**src/rtl/alu_issue_arbiter_pkg.sv**
```systemverilog
`default_nettype none
// ============================================================================
// Module   : alu_issue_arbiter_pkg
// Brief    : ALU opcode set, requester owner encoding and idle ALU drive value
//            shared by the ALU issue arbiter and its tag pipeline.
// Revision : 1.0 - initial release
// ============================================================================
package alu_issue_arbiter_pkg;

  localparam logic [3:0] ALUOP_ADD  = 4'd0;
  localparam logic [3:0] ALUOP_SUB  = 4'd1;
  localparam logic [3:0] ALUOP_SLL  = 4'd2;
  localparam logic [3:0] ALUOP_SLT  = 4'd3;
  localparam logic [3:0] ALUOP_SLTU = 4'd4;
  localparam logic [3:0] ALUOP_XOR  = 4'd5;
  localparam logic [3:0] ALUOP_SRL  = 4'd6;
  localparam logic [3:0] ALUOP_SRA  = 4'd7;
  localparam logic [3:0] ALUOP_OR   = 4'd8;
  localparam logic [3:0] ALUOP_AND  = 4'd9;

  typedef logic owner_t;

  localparam owner_t REQ0 = 1'b0;
  localparam owner_t REQ1 = 1'b1;

  localparam logic [3:0] ALU_IDLE_OPSEL = ALUOP_ADD;

endpackage
`default_nettype wire

```
**src/rtl/alu_issue_arbiter_tag_pipe.sv**
```systemverilog
`default_nettype none
// ============================================================================
// Module   : alu_tag_pipe
// Brief    : LATENCY-deep {valid, owner, tag} shift register with a per-owner
//            kill that drops matching entries on the next edge.
// Revision : 1.0 - initial release
// ============================================================================
module alu_tag_pipe
  import alu_issue_arbiter_pkg::*;
#(
  parameter int LATENCY = 2,
  parameter int TAG_W   = 4
) (
  input  logic             i_clk,
  input  logic             i_reset,
  input  logic             i_load_valid,
  input  logic             i_load_owner,
  input  logic [TAG_W-1:0] i_load_tag,
  input  logic [1:0]       i_kill,
  output logic             o_last_valid,
  output logic             o_last_owner,
  output logic [TAG_W-1:0] o_last_tag,
  output logic             o_any_valid
);

  logic [LATENCY-1:0]            valid_q, valid_d;
  logic [LATENCY-1:0]            owner_q, owner_d;
  logic [LATENCY-1:0][TAG_W-1:0] tag_q, tag_d;

  // A killed entry is dropped as it shifts, so the kill lands on the next edge.
  genvar g;
  generate
    for (g = 0; g < LATENCY; g++) begin : g_stage
      if (g == 0) begin : g_head
        assign valid_d[g] = i_load_valid && !i_kill[i_load_owner];
        assign owner_d[g] = i_load_owner;
        assign tag_d[g]   = i_load_tag;
      end else begin : g_body
        assign valid_d[g] = valid_q[g-1] && !i_kill[owner_q[g-1]];
        assign owner_d[g] = owner_q[g-1];
        assign tag_d[g]   = tag_q[g-1];
      end
    end
  endgenerate

  always_ff @(posedge i_clk) begin
    if (i_reset) begin
      valid_q <= '0;
      owner_q <= {LATENCY{REQ0}};
      tag_q   <= '0;
    end else begin
      valid_q <= valid_d;
      owner_q <= owner_d;
      tag_q   <= tag_d;
    end
  end

  assign o_last_valid = valid_q[LATENCY-1];
  assign o_last_owner = owner_q[LATENCY-1];
  assign o_last_tag   = tag_q[LATENCY-1];
  assign o_any_valid  = |valid_q;

endmodule
`default_nettype wire

```
**src/rtl/alu_issue_arbiter.sv**
```systemverilog
`default_nettype none
// ============================================================================
// Module   : alu_issue_arbiter
// Brief    : Shares one pipelined ALU between two requesters and steers each
//            result back to its owner. Define ALU_ARB_RR_EN for round-robin.
// Revision : 1.0 - initial release
// ============================================================================
module alu_issue_arbiter
  import alu_issue_arbiter_pkg::*;
#(
  parameter int LATENCY = 2,
  parameter int TAG_W   = 4
) (
  input  logic             i_clk,
  input  logic             i_reset,
  input  logic             i_req0_valid,
  output logic             o_req0_ready,
  input  logic [31:0]      i_req0_op1,
  input  logic [31:0]      i_req0_op2,
  input  logic [3:0]       i_req0_opsel,
  input  logic [TAG_W-1:0] i_req0_tag,
  input  logic             i_req1_valid,
  output logic             o_req1_ready,
  input  logic [31:0]      i_req1_op1,
  input  logic [31:0]      i_req1_op2,
  input  logic [3:0]       i_req1_opsel,
  input  logic [TAG_W-1:0] i_req1_tag,
  input  logic             i_flush0,
  output logic [31:0]      o_alu_op1,
  output logic [31:0]      o_alu_op2,
  output logic [3:0]       o_alu_opsel,
  input  logic [31:0]      i_alu_result,
  output logic             o_rsp0_valid,
  output logic             o_rsp1_valid,
  output logic [31:0]      o_rsp_data,
  output logic [TAG_W-1:0] o_rsp_tag,
  output logic             o_busy
);

  logic             w_elig0, w_elig1;
  logic             w_grant0, w_grant1;
  logic             w_last_valid, w_last_owner;
  logic [TAG_W-1:0] w_last_tag;
  logic             w_rsp_live;

  assign w_elig0 = i_req0_valid && !i_flush0 && !i_reset;
  assign w_elig1 = i_req1_valid && !i_reset;

`ifdef ALU_ARB_RR_EN
  logic ptr_q, ptr_d;

  always_comb begin
    ptr_d = ptr_q;
    if (w_grant0)      ptr_d = REQ1;
    else if (w_grant1) ptr_d = REQ0;
  end

  always_ff @(posedge i_clk) begin
    if (i_reset) ptr_q <= REQ0;
    else         ptr_q <= ptr_d;
  end

  assign w_grant0 = w_elig0 && (!w_elig1 || ptr_q == REQ0);
`else
  assign w_grant0 = w_elig0;
`endif
  assign w_grant1 = w_elig1 && !w_grant0;

  assign o_req0_ready = w_grant0;
  assign o_req1_ready = w_grant1;

  // Idle drive keeps the ALU computing a defined value in unused slots.
  always_comb begin
    o_alu_op1   = 32'd0;
    o_alu_op2   = 32'd0;
    o_alu_opsel = ALU_IDLE_OPSEL;
    if (w_grant0) begin
      o_alu_op1   = i_req0_op1;
      o_alu_op2   = i_req0_op2;
      o_alu_opsel = i_req0_opsel;
    end else if (w_grant1) begin
      o_alu_op1   = i_req1_op1;
      o_alu_op2   = i_req1_op2;
      o_alu_opsel = i_req1_opsel;
    end
  end

  alu_tag_pipe #(
    .LATENCY (LATENCY),
    .TAG_W   (TAG_W)
  ) u_tag_pipe (
    .i_clk        (i_clk),
    .i_reset      (i_reset),
    .i_load_valid (w_grant0 || w_grant1),
    .i_load_owner (w_grant1 ? REQ1 : REQ0),
    .i_load_tag   (w_grant1 ? i_req1_tag : i_req0_tag),
    .i_kill       ({1'b0, i_flush0}),
    .o_last_valid (w_last_valid),
    .o_last_owner (w_last_owner),
    .o_last_tag   (w_last_tag),
    .o_any_valid  (o_busy)
  );

  // A flush suppresses a requester-0 result already in its response cycle.
  assign w_rsp_live = w_last_valid && !i_reset
                      && !(w_last_owner == REQ0 && i_flush0);

  assign o_rsp0_valid = w_rsp_live && w_last_owner == REQ0;
  assign o_rsp1_valid = w_rsp_live && w_last_owner == REQ1;
  assign o_rsp_data   = w_rsp_live ? i_alu_result : 32'd0;
  assign o_rsp_tag    = w_rsp_live ? w_last_tag : '0;

endmodule
`default_nettype wire
```
**config.mk**
```make
export PLATFORM = sky130hd
export DESIGN_NAME = alu_issue_arbiter
export DESIGN_NICKNAME = d
export VERILOG_FILES = /design/src/rtl/alu_issue_arbiter_pkg.sv /design/src/rtl/alu_issue_arbiter_tag_pipe.sv /design/src/rtl/alu_issue_arbiter.sv
export SDC_FILE = /design/constraint.sdc
export NUM_CORES = 1
export LEC_CHECK = 0
export ABC_AREA = 1
export CELL_PAD_IN_SITES_DETAIL_PLACEMENT = 1
export CELL_PAD_IN_SITES_GLOBAL_PLACEMENT = 2
export CORE_MARGIN = 3
export CORE_UTILIZATION = 10
export DETAILED_ROUTE_END_ITERATION = 10
export GPL_TIMING_DRIVEN = 1
export PLACE_DENSITY = 0.95
export REMOVE_ABC_BUFFERS = 1
export SLEW_MARGIN = 20
export SYNTH_ARGS = -nofsm -noshare
export SYNTH_HDL_FRONTEND = slang
export SYNTH_SLANG_ARGS = --single-unit
export TNS_END_PERCENT = 1
```
**constraint.sdc**
```tcl
create_clock -name i_clk -period 2.2 [get_ports i_clk]
set_input_delay 0.33 -clock i_clk [delete_from_list [all_inputs] [get_ports i_clk]]
set_output_delay 0.33 -clock i_clk [all_outputs]
set_load 0.01 [all_outputs]
```
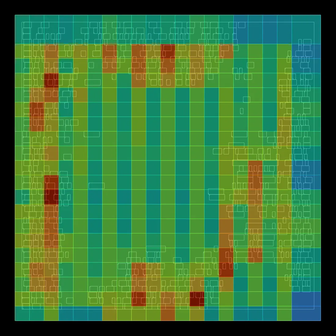
Fig. 1. Routing congestion (run 1).
met3 Track Usage GR: 0.03943
WL/cell: 14.40 microns
post-layout utilization of the core: 0.2822

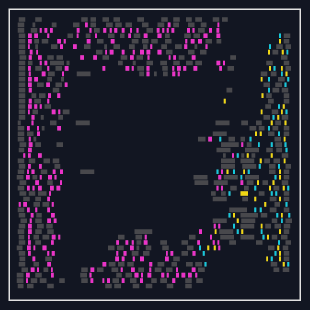
Fig. 2. Gate-type map (run 1).
Drawn at 2 px/micron.
Key: yellow = nor cells [cells 49, most used nor2_1, where a column on the right]; magenta = nand cells [cells 221, most used nand2_1, where all over the die]; cyan = inv cells [cells 51, most used inv_1]

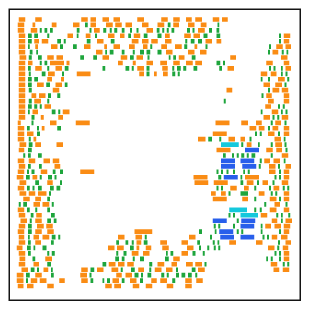
Fig. 3. Cell classes on the final placement (run 1).
Drawn at 2 px/micron.
Key: cyan = clock drivers [cells 3, share of their area 1.5%]; orange = remaining buffers and delay cells [cells 325, share of their area 64%]; blue = sequential cells [cells 12, share of their area 4.8%]; green = combinational and other logic [cells 324, share of their area 30%]

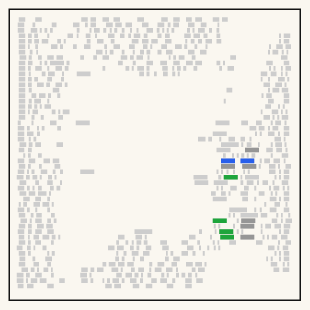
Fig. 4. Sequential cells colored by netlist name (run 1).
Drawn at 2 px/micron.
Key: blue = `u_tag_pipe.valid_q` [sequential cells 2]; green = `u_tag_pipe.tag_d` [sequential cells 4, where south-east]
Another 6 sequential cells are not colored.

==> impl_metrics.toml, run 1 <==
# synthesis and place-and-route metrics
[outcome]
status = "completed"

[min_path]
hold_class = "reg -> reg"
whs_path_depth = 2

[final_layout]
nonClkBufAreaFrac = 0.5985
lay_top_cells = "clkdlybuf4s50_1, nand2_1, nand3_1, dlygate4sd2_1, nand4_1"
design_area_sq_um = 5314
layout_top_cell = "clkdlybuf4s50_1"
combGateArea_sq_um = 1301
final.fill_count = 2360
area_delta_synth_final_pct = 175.8
comb_share = 0.2449
clk_share = 0.01413

[routing]
drt_iter0_drc = 81
route.met2.wl_microns = 6363
top_layer_used = "met4"
first_pass_iters = 4

[synthesis]
ys_warn_count = 0
mux_share = 0
synth_cells = 378
ys_sh_xor = 0
ys_seq_share = 0.1247
postSynthAreaPerCell_sq_um = 5.097

[setup_path]
path_buffers = 5
path_max_fanout = 17
cpPeakStageDelay_ns = 0.46
arrival_ns = 1.82
reg2reg_slack_ns = 1.66

[job]
max-cap-violations = 0

[clock_tree]
clkSinkCount = 12
cts.hold.buffers_added = 0

[placement]
postPlaceCellArea_sq_um = 5351
port_buffers = 289

[power_and_ir_drop]
p_sw_frac = 0.3031
clockPowerShare = 0.236

[floorplanning]
rows = 50
die_h_microns = 144.8

[grt]
grt_pass1_wl_microns = 18920
grt_overflow_total = 0

[timing]
fin_hold_ws_ns = 0.4045
relSlewSlack = 0.8516
period_needed_ns = 2.149
max_freq_ghz = 0.4654
fin_setup_tns_ns = 0
setup_ws_ns = 0.05128
-- run 1: power by group through the flow --
stage	combinational (mW)	clock, mW	sequential (mW)
2_1_floorplan	0.203	0	0.238
3_3_place_gp	0.843	0	0.239
3_5_place_dp	0.852	0	0.240
4_1_cts	0.798	0.328	0.236
5_1_grt	0.866	0.338	0.237
6_report	0.800	0.321	0.236
-- run 1: synth_stat cells (all sizes together) --
library cell,number,share of area
clkbuf,16,0.031
nand2,80,0.16
nand4,68,0.22
nor2,49,0.097
buf,26,0.073
nand3,73,0.19
dfxtp,12,0.12
or2,1,0.0032
inv,51,0.099
a21oi,2,0.0052
-- run 1: registers in the layout, summed over array words and instances, names as in the netlist --
signal / flops
u_tag_pipe.o_last_tag: 4
u_tag_pipe.tag_d: 4
u_tag_pipe.owner_q: 2
u_tag_pipe.valid_q: 2
--- run 2 (diff from run 1) ---
==> constraint.sdc (replaced) <==
create_clock -name i_clk -period 2.2 [get_ports i_clk]
set_input_delay 0.44 -clock i_clk [delete_from_list [all_inputs] [get_ports i_clk]]
set_output_delay 0.44 -clock i_clk [all_outputs]
set_load 0.01 [all_outputs]
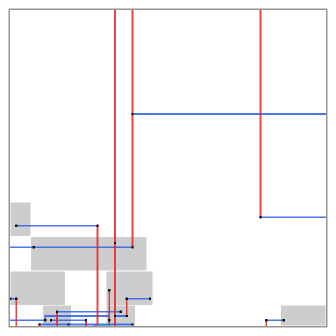
Fig. 5. Zoomed window (run 2).
Window x 60 to 85, y 31 to 56 microns. Cells in gray, sequential cells in the stronger gray; small squares are vias.
Key: magenta = metal 4; blue = metal 1; cyan = metal 3; red = metal 2
Most frequent: nand4_1 (2), clkdlybuf4s50_1 (2). 6 logic cells have their middle in the window. Sequential cells in the window: 0.

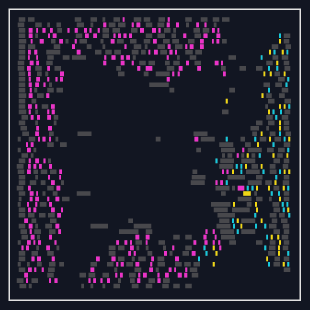
Fig. 6. Gate-type map (run 2).
Drawn at 2 px/micron.
Post-Layout Cell Count: 941
multi-input combinational area share: 0.2418

==> run 2 against run 1 <==
- die size unchanged
- worst hold slack got worse by 0.0024 ns
- sequential power about the same
- non-clock buffer count increased by 17
- global-route usage increased by 0.53 points
- via count increased by 2.1%
- clock skew about the same
- wire length increased by 6.3%
- first-iteration DRC count decreased by 4.9%
- area after synthesis unchanged
- critical endpoint is now o_rsp_data[5]
- largest cell class unchanged
- largest power group unchanged
==> impl_metrics.toml, run 2 <==
# synthesis and place-and-route metrics
[routing]
top_layer_used = "met4"
post_drt_wl_per_cell_microns = 15.02
first_pass_iters = 4
route.met2.wl_microns = 6957

[synthesis]
postSynthAreaPerCell_sq_um = 5.097
mux_share = 0
yosys-top-cells-count = "nand2_1, nand3_1, nand4_1, inv_1, nor2_1"
ys_sh_xor = 0
synth_cells = 378
synth-async-reset-ratio = 0
area_leaders = "nand4_1, nand3_1, nand2_1"
ff_type = "dfxtp_1"
yosysTopAreaCell = "nand4_1"
ys_area_sq_um = 1927
ys_seq_share = 0.1247
synth-edff-count = 0
synth.top_cell.area_share = 0.2208

[setup_path]
arrival_ns = 1.55
reg2reg_slack_ns = 1.65
crit_type = "in -> out"
path_buffers = 4
path_max_fanout = 38
cpPeakStageDelay_ns = 0.27

[timing]
relSlewSlack = 0.8039
period_needed_ns = 1.990
max_freq_ghz = 0.5026
setup_ws_ns = 0.2105
fin_setup_tns_ns = 0
fin_hold_ws_ns = 0.4020

[final_layout]
layout_top_cell = "clkdlybuf4s50_1"
area_delta_synth_final_pct = 181.5
nonClkBufAreaFrac = 0.6048
final.fill_count = 2340
combGateArea_sq_um = 1311
clk_share = 0.01384
n_antenna_cell = 0
utilization = 0.2880

[power_and_ir_drop]
pwr_density_cell_nw_per_um2 = 257.6

[placement]
port_buffers = 289
postPlaceCellArea_sq_um = 5374

[clock_tree]
clkSinkCount = 12
cts.hold.buffers_added = 0

[grt]
grt_overflow_total = 0
grt_pass1_wl_microns = 19710

[floorplanning]
die_h_microns = 144.8
rows = 50

[min_path]
hold_class = "reg -> reg"
whs_path_depth = 2

[job]
max-cap-violations = 0

[outcome]
status = "completed"
[run 2: cell counts after synthesis]
Identical to the previous run, type by type.
[run 2: kinds of logic after synthesis]
logic type / after synthesis
buf+inv: 93
simple gates: 271
flops: 12
compound gates: 2
[run 2: where the power goes]
group | switching (mW) | leakage, nW | internal, mW | total (mW)
Sequential | 0.00387 | 0.0994 | 0.232 | 0.236
Clock | 0.0787 | 0.0370 | 0.235 | 0.314
Combinational | 0.338 | 2.65 | 0.509 | 0.847
Total | 0.421 | 2.79 | 0.976 | 1.40
[run 2: repair_timing]
item | in CTS | in global routing
resized | 323 | 12
setup buffers | 5 | 8
endpoints found under the setup margin | 108 | 62
cloned | 2 | 2
pin swaps | 1 | 2
endpoints found under the hold margin | 0 | 0
--- run 3 (diff from run 2) ---
--- a/config.mk
+++ b/config.mk
@@ -6,6 +6,7 @@
 export NUM_CORES = 1
 export LEC_CHECK = 0
 export ABC_AREA = 1
+export ABC_CLOCK_PERIOD_IN_PS = 2200
 export CELL_PAD_IN_SITES_DETAIL_PLACEMENT = 1
 export CELL_PAD_IN_SITES_GLOBAL_PLACEMENT = 2
 export CORE_MARGIN = 3
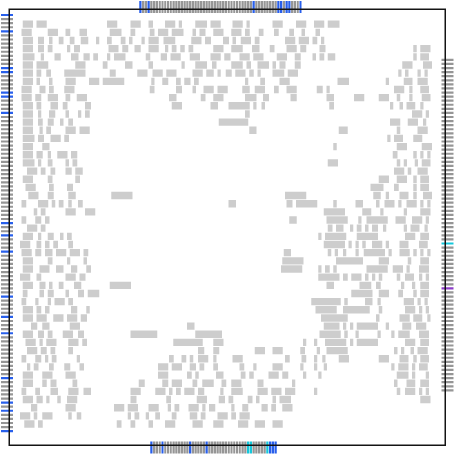
Fig. 7. Pin placement (run 3).
Drawn at 3 px/micron. Pins as bars across the die edge, other pins in gray.
Key: blue = `i_req0_op1` [pins 32, direction input, edge 17 west, 8 north, 7 south]; cyan = `i_req0_tag` [pins 4, direction input, edge 3 south, 1 east]; purple = `i_reset` [pins 1, direction input, edge east]
All pins by edge: 103 west, 82 east, 59 north, 46 south.
die width: 144.8 microns
Die Span Y: 144.8 microns
port bufs: 289

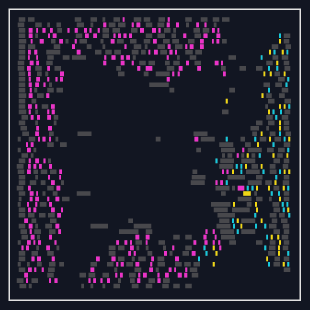
Fig. 8. Gate-type map (run 3).
Drawn at 2 px/micron.
Key: cyan = inv cells [cells 51, most used inv_1, where a column on the right]; yellow = nor cells [cells 49, most used nor2_1, where a column on the right]; magenta = nand cells [cells 221, most used nand2_1, where all over the die]
most numerous logic cell after layout: clkdlybuf4s50_1

==> run 3 against run 2 <==
- wire length unchanged
- cell count is the same
- sequential share of layout area stayed put
==> impl_metrics.toml, run 3 <==
# synthesis and place-and-route metrics
[synthesis]
yosysTopAreaCell = "nand4_1"
yosys-top-cells-count = "nand2_1, nand3_1, nand4_1, inv_1, nor2_1"
synth.top_cell.area_share = 0.2208
ys_area_sq_um = 1927
ff_type = "dfxtp_1"
area_leaders = "nand4_1, nand3_1, nand2_1"
synth_cells = 378
postSynthAreaPerCell_sq_um = 5.097
most_common_cell = "nand2_1"
ys_warn_count = 0
synth-async-reset-ratio = 0
ys_seq_share = 0.1247

[power_and_ir_drop]
sequentialPowerShare = 0.169
seq-power_mw = 0.236
p_sw_frac = 0.3012
p_clk_mw = 0.314
clockPowerShare = 0.225
power-top-group = "combinational logic"
pg_comb_mw = 0.847
pwr-share-comb = 0.606
power_switching_mw = 0.4208

[timing]
setup_ws_ns = 0.2105
fin_hold_ws_ns = 0.4020
max_freq_ghz = 0.5026
fin_setup_tns_ns = 0
period_needed_ns = 1.990
relSlewSlack = 0.8039

[final_layout]
lay_top_cells = "clkdlybuf4s50_1, nand2_1, nand3_1"
clk_share = 0.01384
comb_share = 0.2418
area_delta_synth_final_pct = 181.5
final.fill_count = 2340
design_area_sq_um = 5424

[placement]
postPlaceCellArea_sq_um = 5374

[clock_tree]
clkSinkCount = 12
cts.hold.buffers_added = 0

[floorplanning]
rows = 50

[outcome]
status = "completed"

[setup_path]
cpPeakStageDelay_ns = 0.27
arrival_ns = 1.55
reg2reg_slack_ns = 1.65

[min_path]
whs_path_depth = 2
hold_class = "reg -> reg"

[grt]
grt_overflow_total = 0
==> run 3: critical path, delay by kind of cell <==
| kind | cells | cell delay, ns |
|---|---|---|
| simple gates | 3 | 0.26 |
| buf+inv | 4 | 0.84 |
==> run 3: routing by layer <==
| metal | part of all wire | global-route usage | vias to the layer above |
|---|---|---|---|
| met5 | 0 | 0 | - |
| met4 | 0.0059 | 0.01227 | 0 |
| met3 | 0.098 | 0.03385 | 6 |
| met2 | 0.49 | 0.2231 | 194 |
| met1 | 0.40 | 0.1312 | 1737 |
| li1 | - | - | 1862 |
==> run 3: what timing repair did <==
item / CTS / global route
resized: 323 / 12
pin swaps: 1 / 2
setup buffers: 5 / 8
gates cloned: 2 / 2
setup endpoints to repair: 108 / 62
Power figures rest on the tool's default switching activity, not on a simulated workload.
